<file path="config.mk">
export PLATFORM = sky130hd
export DESIGN_NAME = iic_read_bytes
export DESIGN_NICKNAME = d
export VERILOG_FILES = /design/src/rtl/iic_read_bytes.sv
export SDC_FILE = /design/constraint.sdc
export NUM_CORES = 1
export LEC_CHECK = 0
export ABC_AREA = 1
export ABC_CLOCK_PERIOD_IN_PS = 2990
export CAP_MARGIN = 20
export CORE_MARGIN = 4
export CORE_UTILIZATION = 40
export CTS_CLUSTER_SIZE = 12
export DETAILED_ROUTE_END_ITERATION = 10
export PLACE_DENSITY_LB_ADDON = 0.15
export SLEW_MARGIN = 20
export SYNTH_ARGS = -nofsm -noshare
export SYNTH_HDL_FRONTEND = slang
export SYNTH_SLANG_ARGS = --single-unit
export TNS_END_PERCENT = 20
</file>
<file path="constraint.sdc">
create_clock -name clk -period 2.99 [get_ports clk]
set_clock_uncertainty 0.2 [all_clocks]
set_input_delay 0.7475 -clock clk [delete_from_list [all_inputs] [get_ports clk]]
set_output_delay 0.7475 -clock clk [all_outputs]
set_load 0.01 [all_outputs]
</file>
<file path="src/rtl/iic_read_bytes.sv">
// ---------------------------------------------------------------------------
// iic_read_bytes
//
// I2C master read-data engine. Once the controller has finished the
// address/read byte, this block clocks in 1..MAX_BYTES bytes from SDA
// (MSB first). It drives ACK after every byte except the last, and NACK
// after the last. It then pulses done. SCL timing comes from the
// neighbouring SCL generator as mid-phase strobes. SDA is owned only
// through an open-drain pull-down enable.
//
// Ports
//   clk      in   system clock, rising edge active
//   rst_n    in   asynchronous active-low reset
//   start    in   one-cycle transfer request, accepted only when idle
//   nbytes   in   requested byte count (0 -> 1, >MAX_BYTES -> MAX_BYTES)
//   abort    in   drop the transfer and release SDA on the next edge
//   scl      in   current SCL level (after stretching)
//   scl_hc   in   strobe at SCL-high centre (sample point)
//   scl_lc   in   strobe at SCL-low centre (SDA change point)
//   sda_in   in   synchronised SDA level
//   sda_oe   out  1 = pull SDA low (ACK), 0 = release
//   busy     out  transfer in progress
//   done     out  one-cycle completion pulse
//   rdata    out  received bytes, byte k in [8k+7:8k], byte 0 first
//   rlen     out  byte count of the last completed transfer
// ---------------------------------------------------------------------------
module iic_read_bytes #(
  parameter int MAX_BYTES = 4,
  parameter int CNT_W     = $clog2(MAX_BYTES + 1)
) (
  input  logic                   clk,
  input  logic                   rst_n,
  input  logic                   start,
  input  logic [CNT_W-1:0]       nbytes,
  input  logic                   abort,
  input  logic                   scl,
  input  logic                   scl_hc,
  input  logic                   scl_lc,
  input  logic                   sda_in,
  output logic                   sda_oe,
  output logic                   busy,
  output logic                   done,
  output logic [8*MAX_BYTES-1:0] rdata,
  output logic [CNT_W-1:0]       rlen
);

  typedef enum logic [2:0] {
    S_IDLE     = 3'd0,
    S_RECV     = 3'd1,
    S_ACK_SET  = 3'd2,
    S_ACK_HOLD = 3'd3,
    S_ACK_REL  = 3'd4,
    S_FINISH   = 3'd5
  } state_t;

  // Map the requested count into the supported range 1..MAX_BYTES.
  function automatic logic [CNT_W-1:0] clamp_count(input logic [CNT_W-1:0] n);
    logic [CNT_W-1:0] c;
    if (n == {CNT_W{1'b0}}) begin
      c = CNT_W'(1);
    end else if (n > CNT_W'(MAX_BYTES)) begin
      c = CNT_W'(MAX_BYTES);
    end else begin
      c = n;
    end
    return c;
  endfunction

  state_t                   state_r, state_s;
  logic [2:0]               bitcnt_r, bitcnt_s;
  logic [CNT_W-1:0]         byte_idx_r, byte_idx_s;
  logic [CNT_W-1:0]         count_r, count_s;
  logic [7:0]               cur_byte_r, cur_byte_s;
  logic                     sda_oe_r, sda_oe_s;
  logic                     busy_r, busy_s;
  logic                     done_r, done_s;
  logic [8*MAX_BYTES-1:0]   rdata_r, rdata_s;
  logic [CNT_W-1:0]         rlen_r, rlen_s;

  logic                     hc_ok_s;
  logic                     lc_ok_s;
  logic                     last_byte_s;

  // Strobes only count when SCL is at the matching level. This filters
  // strobes that land while a slave is still stretching the clock. If
  // both strobes look valid together, the sample strobe wins.
  assign hc_ok_s     = scl_hc & scl;
  assign lc_ok_s     = scl_lc & ~scl & ~hc_ok_s;
  assign last_byte_s = ((byte_idx_r + CNT_W'(1)) >= count_r);

  // Next-state and next-output logic. Every output is computed here and
  // registered below, so each output changes on the edge that sees its
  // triggering strobe.
  always_comb begin
    state_s    = state_r;
    bitcnt_s   = bitcnt_r;
    byte_idx_s = byte_idx_r;
    count_s    = count_r;
    cur_byte_s = cur_byte_r;
    sda_oe_s   = sda_oe_r;
    busy_s     = busy_r;
    done_s     = 1'b0;
    rdata_s    = rdata_r;
    rlen_s     = rlen_r;

    if (abort) begin
      // Abort keeps rlen and any partially received rdata.
      state_s  = S_IDLE;
      sda_oe_s = 1'b0;
      busy_s   = 1'b0;
    end else begin
      case (state_r)
        S_IDLE: begin
          sda_oe_s = 1'b0;
          busy_s   = 1'b0;
          if (start) begin
            state_s    = S_RECV;
            busy_s     = 1'b1;
            bitcnt_s   = 3'd7;
            byte_idx_s = {CNT_W{1'b0}};
            count_s    = clamp_count(nbytes);
            cur_byte_s = 8'h00;
            rdata_s    = '0;
          end else begin
            state_s = S_IDLE;
          end
        end

        S_RECV: begin
          sda_oe_s = 1'b0;
          if (hc_ok_s) begin
            cur_byte_s[bitcnt_r] = sda_in;
            if (bitcnt_r == 3'd0) begin
              // The complete byte goes straight into its slot, so the
              // slot is visible one cycle after the 8th sample.
              for (int k = 0; k < MAX_BYTES; k++) begin
                rdata_s[8*k +: 8] = (byte_idx_r == CNT_W'(k)) ? cur_byte_s
                                                              : rdata_r[8*k +: 8];
              end
              state_s = S_ACK_SET;
            end else begin
              bitcnt_s = bitcnt_r - 3'd1;
            end
          end else begin
            state_s = S_RECV;
          end
        end

        S_ACK_SET: begin
          if (lc_ok_s) begin
            // ACK (pull low) while more bytes follow. NACK (release) on
            // the last byte.
            sda_oe_s = ~last_byte_s;
            state_s  = S_ACK_HOLD;
          end else begin
            state_s = S_ACK_SET;
          end
        end

        S_ACK_HOLD: begin
          if (hc_ok_s) begin
            if (last_byte_s) begin
              // done/rlen/busy take their FINISH values on this edge, so
              // the FINISH cycle itself shows done=1 and busy=0.
              state_s = S_FINISH;
              done_s  = 1'b1;
              busy_s  = 1'b0;
              rlen_s  = count_r;
            end else begin
              byte_idx_s = byte_idx_r + CNT_W'(1);
              state_s    = S_ACK_REL;
            end
          end else begin
            state_s = S_ACK_HOLD;
          end
        end

        S_ACK_REL: begin
          if (lc_ok_s) begin
            sda_oe_s   = 1'b0;
            bitcnt_s   = 3'd7;
            cur_byte_s = 8'h00;
            state_s    = S_RECV;
          end else begin
            state_s = S_ACK_REL;
          end
        end

        S_FINISH: begin
          sda_oe_s = 1'b0;
          busy_s   = 1'b0;
          state_s  = S_IDLE;
        end

        default: begin
          state_s  = S_IDLE;
          sda_oe_s = 1'b0;
          busy_s   = 1'b0;
        end
      endcase
    end
  end

  // State and output registers. The asynchronous reset releases SDA
  // without waiting for a clock.
  always_ff @(posedge clk or negedge rst_n) begin
    if (!rst_n) begin
      state_r    <= S_IDLE;
      bitcnt_r   <= 3'd7;
      byte_idx_r <= {CNT_W{1'b0}};
      count_r    <= {CNT_W{1'b0}};
      cur_byte_r <= 8'h00;
      sda_oe_r   <= 1'b0;
      busy_r     <= 1'b0;
      done_r     <= 1'b0;
      rdata_r    <= '0;
      rlen_r     <= {CNT_W{1'b0}};
    end else begin
      state_r    <= state_s;
      bitcnt_r   <= bitcnt_s;
      byte_idx_r <= byte_idx_s;
      count_r    <= count_s;
      cur_byte_r <= cur_byte_s;
      sda_oe_r   <= sda_oe_s;
      busy_r     <= busy_s;
      done_r     <= done_s;
      rdata_r    <= rdata_s;
      rlen_r     <= rlen_s;
    end
  end

  assign sda_oe = sda_oe_r;
  assign busy   = busy_r;
  assign done   = done_r;
  assign rdata  = rdata_r;
  assign rlen   = rlen_r;

endmodule

</file>
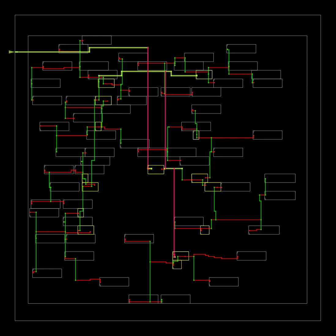
clock_nets.png
FF+latch count: 58
Inserted Clock Buffers: 9
clock buffers: 9
clk sink count: 58
Clock Latency Late Sink: 0.33 ns

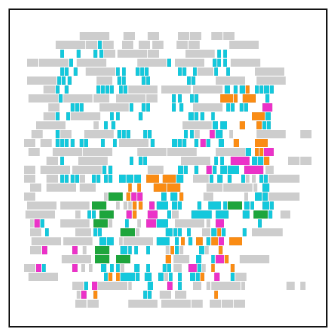
gates.png
[aoi and oai cells] magenta | cells: 26 | most used: o21ai_0
[nor cells] orange | cells: 39 | most used: nor2_1
[fa/ha/maj cells] green | cells: 10 | most used: ha_1
[nand cells] cyan | cells: 216 | most used: nand2_1

worst max path at each step:
stage / end / slack, ns / cells past startpoint
after floorplan: byte_idx_r[2]$_DFFE_PN0P_ / 0.84 / 12
after global routing: byte_idx_r[1]$_DFFE_PN0P_ / 0.45 / 12
final: byte_idx_r[1]$_DFFE_PN0P_ / 0.62 / 12
after CTS: byte_idx_r[1]$_DFFE_PN0P_ / 0.60 / 12
after global placement: cur_byte_r[3]$_DFFE_PN0P_ / 0.50 / 8
after detailed placement: cur_byte_r[3]$_DFFE_PN0P_ / 0.51 / 8
Yosys cell counts (all sizes together):
cell type  instances
nor2              34
ha                10
a211oi             1
nand3             29
clkbuf             1
xnor2              1
a21boi             1
o211ai             1
dfstp              3
inv               30
dfrtp             55
o21ai             17
buf                6
nand4             11
nor3               5
a21oi              6
nand2            176
worst min-delay path, stage by stage (launching register included):
cell	delay [ns]
dfrtp_1	0.34
nand2_1	0.05
nand2_1	0.05
cells by family (layout without fill, tap and decap cells):
kind of cell,after synthesis,count (layout)
AND/OR/NAND/NOR,255,255
XOR/XNOR,1,1
AND-OR/OR-AND,26,26
buffers and inverters,37,96
flip-flops,58,58
adder cells (fa/ha/maj),10,10
state kept, by name (all words and copies together) (netlist names):
register,cells
rdata,32
byte_idx_r,3
busy,1
count_r,3
sda_oe,1
state_r,3
done,1
cur_byte_r,8
bitcnt_r,3
rlen,3
layout make-up:
type	count	area (µm²)	share of cell area
flip-flops and latches	58	1455	0.3791
well taps	99	123.9	0.03227
clock buffers	9	123.9	0.03227
multi-input cells	292	1483	0.3862
inverters	30	120.1	0.03129
repair buffers	51	498.0	0.1297
clock inverters	6	35.03	0.009126
routing by layer:
layer	share of wire	up-vias
li1	-	1349
met1	0.50	1261
met2	0.44	62
met3	0.050	6
met4	0.013	0
met5	0	-
==> flow_summary.toml <==
# yosys + openroad results
[final_timing]
finalSetupTns_ns = 0
post-route-min-period_ns = 2.366
finalSetupViolations = 0
max_freq_mhz = 422.7
relSlewSlack = 0.5023
fin_crit_sh = 0.7912
grt_setup_unrepaired = "no"
slew_violations = 0
whs_ns = 0.2710
worst_slew_pin_slew_ns = 0.7465
setup_ws_ns = 0.6242

[finish]
design_area_um2 = 3839
nets = 463
antennaDiodeCount = 0
layout.cells.non_filler = 545
utilization = 0.5182
mostFrequentLayoutCells = "nand2_1, dfrtp_1, clkdlybuf4s50_1"

[setup_path]
r2r-start = "byte_idx_r[0]$_DFFE_PN0P_"
slowest_delay_ns = 0.43
cp-start-kind = "flop"
path_max_fanout = 5
required_ns = 3.01
cp-startpoint = "byte_idx_r[0]$_DFFE_PN0P_"
worstSetupPathType = "flop to flop"
worst-r2r-setup-slack_ns = 0.62
endpoint_kind = "flop"
arrival_ns = 2.39
path_buffers = 1
crit_family = "adder cells"
path_cells = "ha_1, ha_1, inv_1, ha_1, nand2_1, nand2_1, nor2_1, nand3_1, nand2_1, nand2_1, nand2_1, nand2_1"
crit_slowest_cell = "dfrtp_1"
r2r_end = "byte_idx_r[1]$_DFFE_PN0P_"

[detailed_routing]
wl_per_cell_um = 13.73
vias_per_cell = 4.914
dr.pass1.iters = 4
drc = 0

[place]
dp_slack_ns = 0.5116
routabilityCongestion = 0.8235
dp_cells = 530
place_area_um2 = 3680
hpwlAfterDp_mm = 5.263
io_buffers = 48

[pwr]
power_leader = "registers"
power_leakage_nw = 1.957
p_comb_frac = 0.305
internal_power_mw = 1.483
seqPwrFrac = 0.436
p_seq_mw = 1.03
clk-power_mw = 0.613
power_frac_clock = 0.260
ir_worst_vdd_v = 0.0002728
power.total_mw = 2.358
switchingPower_mw = 0.8759
power_density_nw_per_um2 = 614.4
swShare = 0.3714

[synth]
synth_area_um2 = 3119
ys_sh_xor = 0.002808
synth_cell_types = 32
synth_flops = 58
top_logic_kind = "simple AND/OR/NAND/NOR gates"
yosys.area_share.aoi = 0.05616
syn-num-nets = 408
syn-instance-count = 387
simple_gate_area_frac = 0.3763
top_area_frac = 0.4412
ys_cells = 387
adder_share = 0.04011
post_synth.cell_area_avg_um2 = 8.060
synthTopCellsByArea = "dfrtp_1, nand2_1, ha_1"
ys_warn_count = 0
yosys.area.top_type = "dfrtp_1"

[job]
warnings = 30
cap_violations = 0

[die]
die_area_um2 = 9275
io_pins = 49
rows = 31
core_region_area_um2 = 7408
die-width_um = 96.31
die_h_um = 96.31
initCoreUtil = 0.4210

[clocking]
cts.repair.resized = 0
root_buffer = "clkbuf_8"
cts_setup_buffers = 0
htreeDepth = 3
clk_pin_slew_worst_paths_ns = 0.07
cts_tree = "built"
cts_hold_buf = 0
clock_path_buffers = 2

[hold_path]
whs_path_depth = 2
hold_path_class = "flop to flop"
whs_endpoint = "busy$_DFFE_PN0P_"
min_from = "busy$_DFFE_PN0P_"

[global_routing]
overflow = 0
grt_usage = 0.1783
busiest_layer = "met2"
grt_max_degree = 59
use_met1 = 0.2554
grt_pass1_wl_mm = 12.56
antenna_found_initial = 0

[outcome]
outcome = "finished, final reports clean"
